===== config.mk =====
export PLATFORM = sky130hd
export DESIGN_NAME = fetch_queue
export DESIGN_NICKNAME = d
export VERILOG_FILES = /design/src/rtl/fetch_queue.sv
export SDC_FILE = /design/constraint.sdc
export NUM_CORES = 1
export LEC_CHECK = 0
export CORE_MARGIN = 2
export CORE_UTILIZATION = 40
export CTS_CLUSTER_SIZE = 10
export DETAILED_ROUTE_END_ITERATION = 7
export PLACE_DENSITY = 0.64
export SYNTH_ARGS = -nofsm -noshare
export SYNTH_HDL_FRONTEND = slang
export SYNTH_SLANG_ARGS = --single-unit

===== constraint.sdc =====
create_clock -name clk -period 6.3 [get_ports clk]
set_input_delay 0.63 -clock clk [delete_from_list [all_inputs] [get_ports clk]]
set_output_delay 0.63 -clock clk [all_outputs]
set_load 0.03 [all_outputs]

===== src/rtl/fetch_queue.sv =====
// Instruction-fetch front end: owns the PC, issues credit-limited memory reads
// and buffers returned instructions with their PCs in a show-ahead FIFO.
module fetch_queue #(
    parameter int                DATA_W   = 16,
    parameter int                ADDR_W   = 16,
    parameter int                DEPTH    = 4,
    parameter logic [ADDR_W-1:0] RESET_PC = '0,
    parameter int                INC      = 2
) (
    input  logic                         clk,
    input  logic                         reset,
    output logic [ADDR_W-1:0]            o_pc_addr,
    output logic                         o_pc_rd,
    input  logic [DATA_W-1:0]            i_pc_rddata,
    input  logic                         i_redirect,
    input  logic [ADDR_W-1:0]            i_redirect_pc,
    output logic [DATA_W-1:0]            o_inst,
    output logic [ADDR_W-1:0]            o_inst_pc,
    output logic                         o_inst_valid,
    input  logic                         i_inst_ready,
    output logic [$clog2(DEPTH+1)-1:0]   o_count
);

    localparam int PTR_W = (DEPTH > 1) ? $clog2(DEPTH) : 1;
    localparam int CNT_W = $clog2(DEPTH + 1);

    logic [ADDR_W-1:0] pc;
    logic [ADDR_W-1:0] rsp_pc;
    logic              rsp_pending;
    logic [DATA_W-1:0] buf_data [DEPTH];
    logic [ADDR_W-1:0] buf_pc   [DEPTH];
    logic [PTR_W-1:0]  rd_ptr;
    logic [PTR_W-1:0]  wr_ptr;
    logic [CNT_W-1:0]  count;
    logic [CNT_W:0]    credits_used;
    logic              fire;
    logic              push;
    logic              pop;

    // A slot is reserved for every outstanding read, so the FIFO can never overflow.
    always_comb begin
        credits_used = {1'b0, count} + {{CNT_W{1'b0}}, rsp_pending};
        fire         = !reset && !i_redirect && (credits_used < (CNT_W+1)'(DEPTH));
        push         = rsp_pending && !i_redirect;
        pop          = (count != '0) && i_inst_ready && !i_redirect;
    end

    always_ff @(posedge clk or posedge reset) begin
        if (reset) begin
            pc          <= RESET_PC;
            rsp_pc      <= '0;
            rsp_pending <= 1'b0;
        end else if (i_redirect) begin
            pc          <= i_redirect_pc;
            rsp_pending <= 1'b0;
        end else begin
            rsp_pending <= fire;
            if (fire) begin
                pc     <= pc + ADDR_W'(INC);
                rsp_pc <= pc;
            end
        end
    end

    // Redirect empties the queue outright; any in-flight response is dropped.
    always_ff @(posedge clk or posedge reset) begin
        if (reset) begin
            rd_ptr <= '0;
            wr_ptr <= '0;
            count  <= '0;
        end else if (i_redirect) begin
            rd_ptr <= '0;
            wr_ptr <= '0;
            count  <= '0;
        end else begin
            if (push)
                wr_ptr <= wr_ptr + 1'b1;
            if (pop)
                rd_ptr <= rd_ptr + 1'b1;
            case ({push, pop})
                2'b10:   count <= count + 1'b1;
                2'b01:   count <= count - 1'b1;
                default: count <= count;
            endcase
        end
    end

    always_ff @(posedge clk or posedge reset) begin
        if (reset) begin
            for (int i = 0; i < DEPTH; i++) begin
                buf_data[i] <= '0;
                buf_pc[i]   <= '0;
            end
        end else if (push) begin
            buf_data[wr_ptr] <= i_pc_rddata;
            buf_pc[wr_ptr]   <= rsp_pc;
        end
    end

    assign o_pc_addr    = pc;
    assign o_pc_rd      = fire;
    assign o_inst       = buf_data[rd_ptr];
    assign o_inst_pc    = buf_pc[rd_ptr];
    assign o_inst_valid = (count != '0);
    assign o_count      = count;

endmodule


==> results.txt, run 1 <==
run metrics: Critical Path AT=between 2000 and 3000 ps, clk_skew=10.2 ps, hpwl dp=10.2 mm, HP Start=buf_pc[20], Placer Congestion=0.795, Netlist Area Pre-Place=between 7000 and 8000 sq um, Hold Path End=buf_pc[20], # setup viols final=0, Top cell area share=56.0%, Sum Neg Setup Slack=0 ps, worst path cell trace=buf_4 -> mux4_2 -> clkdlybuf4s50_1, Min Hold Slack=498 ps, pins over their slew limit=0, Worst slew margin=31.1%, outcome=completed, first-pass GRT wire length=between 20 and 30 mm, # fillers=1,564, Finished Layout Cells=857, Nets=652, Cell Type Count=44, Critical path buffers and inverters=2, Max IR drop VDD=~230 uV, Hold Path Stages=1, Synth Seq Share=56.0%, CLK BUF=21, yosys aoi share=2.93%, Pre-Place Util=40.4%, synthesized area per cell=14.2 sq um, grt total ovfl=0, main flop type=dfrtp_1, nature of the critical path startpoint=flip-flop, NonClk Buf Share=10.2%, Post-synth top cells=dfrtp_1 (168), mux2_2 (130), nand2_1 (65), mux4_2 (32), buf_2 (19), die width=141 um, fraction of registers with async set/reset=100%, worst-case reg-to-reg path depth=5, DRT antenna net count=0, Simple-Gate Area Share=6.99%, Ports=just under 90, Crit-path slowest cell=dfrtp_2, adder share=1.10%, Comb/total area=33.5%, Top cells excl fill/tap=dfrtp_1 (167), mux2_2 (130), clkdlybuf4s50_1 (88), setup ws final=around 2800 ps, EDFF count, synth=0, Root Buffer=clkbuf_16, max_cap viols=0, most frequent cell after synthesis=dfrtp_1, setup bufs post-CTS=0, Worst Max-Slew Pin Slew=1030 ps, top logic cell by instance count in the layout=dfrtp_1, reg2reg start=rsp_pending, chip height=roughly 140 um, xor/xnor share=0.700%, die area=approximately 20,000 sq um, CTS Buf Count=17, Highest Clock Rate=around 290 MHz, Net Count, Synth=570, Area-dominant class=flip-flops and latches, Final clock-cell share=7.27%, share of layout cells above drive strength 1=between 30% and 40%, sequential standard cell area=between 4000 and 5000 sq um, Tapcells=234, buffers added on ports=88, Signal buffers=96, Yosys reg bits=~170, RSZ-0062 raised after global routing=false, Synth area leader=dfrtp_1, Hold Crit Class=reg -> reg, Pwr Density=roughly 450 nW/um^2, Top cells by area=dfrtp_1 (56%), mux2_2 (20%), mux4_2 (9.6%), dominant kind of combinational cell=multiplexers, register clock-pin slew on the reported worst setup and hold paths=roughly 60 ps, Setup crit end=o_inst_pc[8], # DRC=0, CP top delay family=buffers and inverters, Yosys Chip Area=roughly 7500 sq um, Setup Slack @ Placement=2990 ps, clock buffer depth=2, CTS tree=yes, pin count of the biggest net entering global routing=118, Logic area=roughly 3100 sq um, post-DR wirelength/cell=18.6 um, 1st-iter DRT viols=270, vias in the first global route=4,812, core footprint=roughly 19,000 sq um, CTS resizes=0, mi-comb count=318, Pre-antenna DRT Iters=4, CP Capture Type=output port, Tot Pwr=0.00415 W, R2R Path End=o_pc_addr[7], htree depth=4, Synth Instances=between 500 and 600, inverters=9, Clock Latency Late Sink=420 ps, CP Launch Point=rd_ptr[0], initial antenna violation count=0, cycle use final=55.2%, # rows=50, Flop Count=168, minimum setup slack among reg-to-reg paths=4030 ps, post-layout min period=about 3500 ps, Levels on crit path=3, Setup CP Type=reg -> out, clk sinks=168, DP Cell Count=825, YS warnings=0, leak pwr=4.16 nW, area delta synth->final=23.3%, Final Core Density=49.8%, CTS hold repair buffers=0, register share of the cell area=45.4%, tool warning count=31, Final Hold Vio Count=0, cell count in the Yosys report=528, Max stage delay on crit path=700 ps, Placement Cell Area=~8600 sq um, Vias/cell=5.42, worst-path fanout max=20, cell area after layout=9260 sq um, crit path DRT=approximately 5700 ps, gr usage total=16.9%, Multiplexer share=about 30%, number of diodes=0
==> run 1: flip-flops by register name (all words and copies together), names as in the netlist <==
signal	flops
o_pc_addr	16
wr_ptr	2
rsp_pc	16
buf_pc	64
buf_data	64
rd_ptr	2
rsp_pending	1
o_count	3
==> run 1: per-layer routing <==
| metal | share of wire (%) | GRT usage (%) |
|---|---|---|
| met1 | 46 | 23.5 |
| met2 | 48 | 26.8 |
| met3 | 4.7 | 4.35 |
| met4 | 0.89 | 4.16 |
| met5 | 0 | 0 |
==> run 1: where the power goes <==
part	switching, W	internal [W]
Clock	0.000417	0.000745
Sequential	0.000234	0.00138
Combinational	0.000672	0.000709
Fig. 1: run 1, signal wires on met1
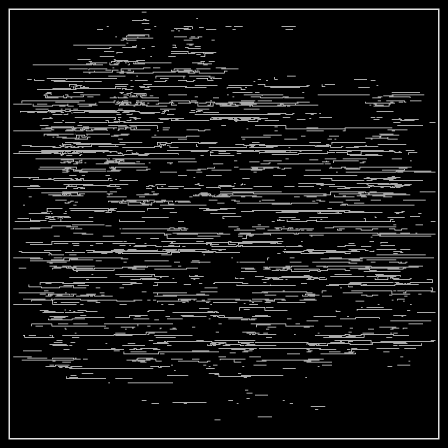
nets with wire on the layer = 580
longest straight run = 32.2 um

Fig. 2: run 1, signal wires on met2
The bar under the picture is 50 um long.
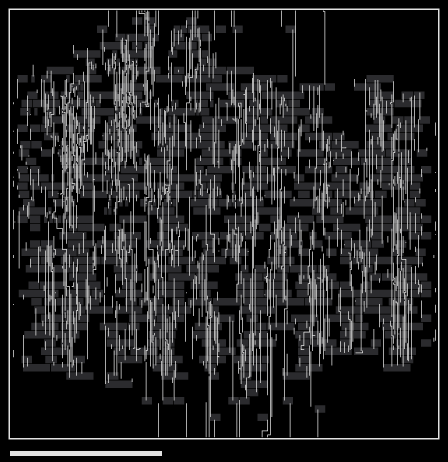
wire length on this layer = 7,710 um
main direction = vertical
share of all routed wire = 48%
met2 Track Usage GR: 26.8%
Vias: 4,645
final WL: 15.9 mm

Fig. 3: run 1, metal 3
The bar under the picture is 50 um long.
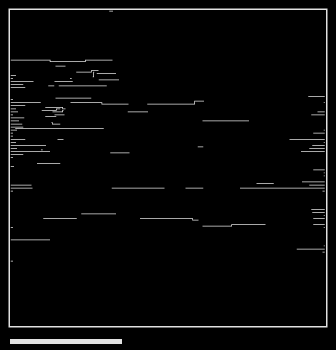
wire length on this layer = 747 um
main direction = horizontal
GR Util met3: 4.35%

Fig. 4: run 1, congestion heat map
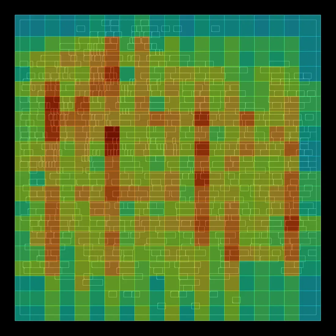

==> run 1 -> run 2 <==
--- a/config.mk
+++ b/config.mk
@@ -9,7 +9,7 @@
 export CORE_UTILIZATION = 40
 export CTS_CLUSTER_SIZE = 10
 export DETAILED_ROUTE_END_ITERATION = 7
-export PLACE_DENSITY = 0.64
+export PLACE_DENSITY = 0.67
 export SYNTH_ARGS = -nofsm -noshare
 export SYNTH_HDL_FRONTEND = slang
 export SYNTH_SLANG_ARGS = --single-unit
==> constraint.sdc (replaced) <==
create_clock -name clk -period 2.8 [get_ports clk]
set_input_delay 0.28 -clock clk [delete_from_list [all_inputs] [get_ports clk]]
set_output_delay 0.28 -clock clk [all_outputs]
set_load 0.03 [all_outputs]
Fig. 5: run 2, congestion heat map
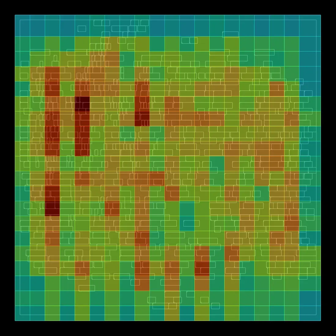
gr usage total: 17.8%
met1 Use GR: 23.3%
layer with the highest usage: met2
Final Core Density: 50.7%

==> results.txt, run 2 <==
run metrics: worst-path fanout max=30 (was 20), Root Buffer=clkbuf_16 (unchanged), sequential standard cell area=4210 sq um (unchanged), # fillers=1,538 (was 1,564), cell count in the Yosys report=528 (unchanged), pin count of the biggest net entering global routing=60 (was 118), largest registers=buf_data: 64 flops, buf_pc: 64 flops (unchanged), worst path cell trace=buf_12 -> mux4_2 -> clkdlybuf4s50_1 (was buf_4 -> mux4_2 -> clkdlybuf4s50_1), Highest Clock Rate=between 300 and 400 MHz, initial antenna violation count=0 (unchanged), cell area after layout=9430 sq um (was 9260 sq um), Pre-Place Util=40.4% (unchanged), Ports=89 (unchanged), minimum setup slack among reg-to-reg paths=520 ps (was 4030 ps), mi-comb count=318 (unchanged), Pre-antenna DRT Iters=5 (was 4), P_int=0.00627 W (was 0.00283 W), Netlist Area Pre-Place=7500 sq um (unchanged), clock buffer depth=2 (unchanged), top logic cell by instance count in the layout=dfrtp_1 (unchanged), P_seq=0.00360 W (was 0.00161 W), Top cells excl fill/tap=dfrtp_1 (167), mux2_2 (130), clkdlybuf4s50_1 (77) (was dfrtp_1 (167), mux2_2 (130), clkdlybuf4s50_1 (88)), Pwr Density=992 nW/um^2 (was 449 nW/um^2), Min Hold Slack=407 ps (was 498 ps), HP Start=i_redirect_pc[12] (was buf_pc[20]), NetSw=0.00308 W (was 0.00132 W), yosys aoi share=2.93% (unchanged), post-layout min period=2670 ps, chip height=141 um (unchanged), most frequent cell after synthesis=dfrtp_1 (unchanged), Logic area=3100 sq um (unchanged), area delta synth->final=25.6% (was 23.3%), first-pass GRT wire length=27.4 mm (was 26.0 mm), setup bufs post-CTS=0 (unchanged), fraction of registers with async set/reset=100% (unchanged), Top cells by area=dfrtp_1 (56%), mux2_2 (20%), mux4_2 (9.6%) (unchanged), Sum Neg Setup Slack=0 ps (unchanged), Cell Type Count=44 (unchanged), Comb/total area=32.9% (was 33.5%), DRT antenna net count=0 (unchanged), vias in the first global route=5,137 (was 4,812), final WL=16.4 mm (was 15.9 mm), # DRC=0 (unchanged), Nets=659 (was 652), Clock Latency Late Sink=430 ps (was 420 ps), Final Hold Vio Count=0 (unchanged), Max stage delay on crit path=620 ps (was 700 ps), R2R Path End=o_count[2] (was o_pc_addr[7]), top power group=registers (unchanged), outcome=completed (unchanged), EDFF count, synth=0 (unchanged), grt total ovfl=0 (unchanged), CP Capture Type=output port (unchanged), die width=141 um (unchanged), Flop Count=168 (unchanged), Yosys Chip Area=7500 sq um (unchanged), Worst Max-Slew Pin Slew=589 ps (was 1030 ps), number of diodes=0 (unchanged), # setup viols final=0 (unchanged), Multiplexer share=29.6% (unchanged), Crit-path slowest cell=clkdlybuf4s50_1 (was dfrtp_2), main flop type=dfrtp_1 (unchanged), Setup crit end=o_inst_pc[6] (was o_inst_pc[8]), max_cap viols=0 (unchanged), Worst slew margin=60.7% (was 31.1%), hpwl dp=10.6 mm (was 10.2 mm), YS warnings=0 (unchanged), Max IR drop VDD=591 uV (was 227 uV), register clock-pin slew on the reported worst setup and hold paths=70 ps (was 60 ps), Clk power=0.00235 W (was 0.00116 W), Critical Path AT=2390 ps (was 2850 ps), CTS Buf Count=17 (unchanged), CTS hold repair buffers=0 (unchanged), RSZ-0062 raised after global routing=false (unchanged), die area=19,900 sq um (unchanged), dominant kind of combinational cell=multiplexers (unchanged), CLK BUF=19 (was 21)
[run 2: cell counts after synthesis]
Identical to the previous run, type by type.
[run 2: through the flow]
step                      std cells  util [%]  power (W)
after floorplan                 528         -    0.00564
after global placement          832      47.5    0.00696
after detailed placement        832      47.5    0.00709
after CTS                       864      50.7    0.00946
after global routing            864      50.7    0.00984
final                           864      50.7    0.00935
[run 2: per-layer routing]
metal / vias up / global-route usage (%) / wire length, um
met5: - / 0 / 0
met4: 0 / 5.16 / 173
met3: 20 / 4.89 / 740
met2: 122 / 29.1 / 8210
met1: 2415 / 23.3 / 7230
li1: 2109 / - / -
[run 2: worst max-delay path, delay by kind of cell, from the launching register on]
kind | cells | cell delay [ps]
buffers and inverters | 2 | 910
flip-flops | 1 | 460
multiplexers | 1 | 580
Power and IR drop assume default switching activity.
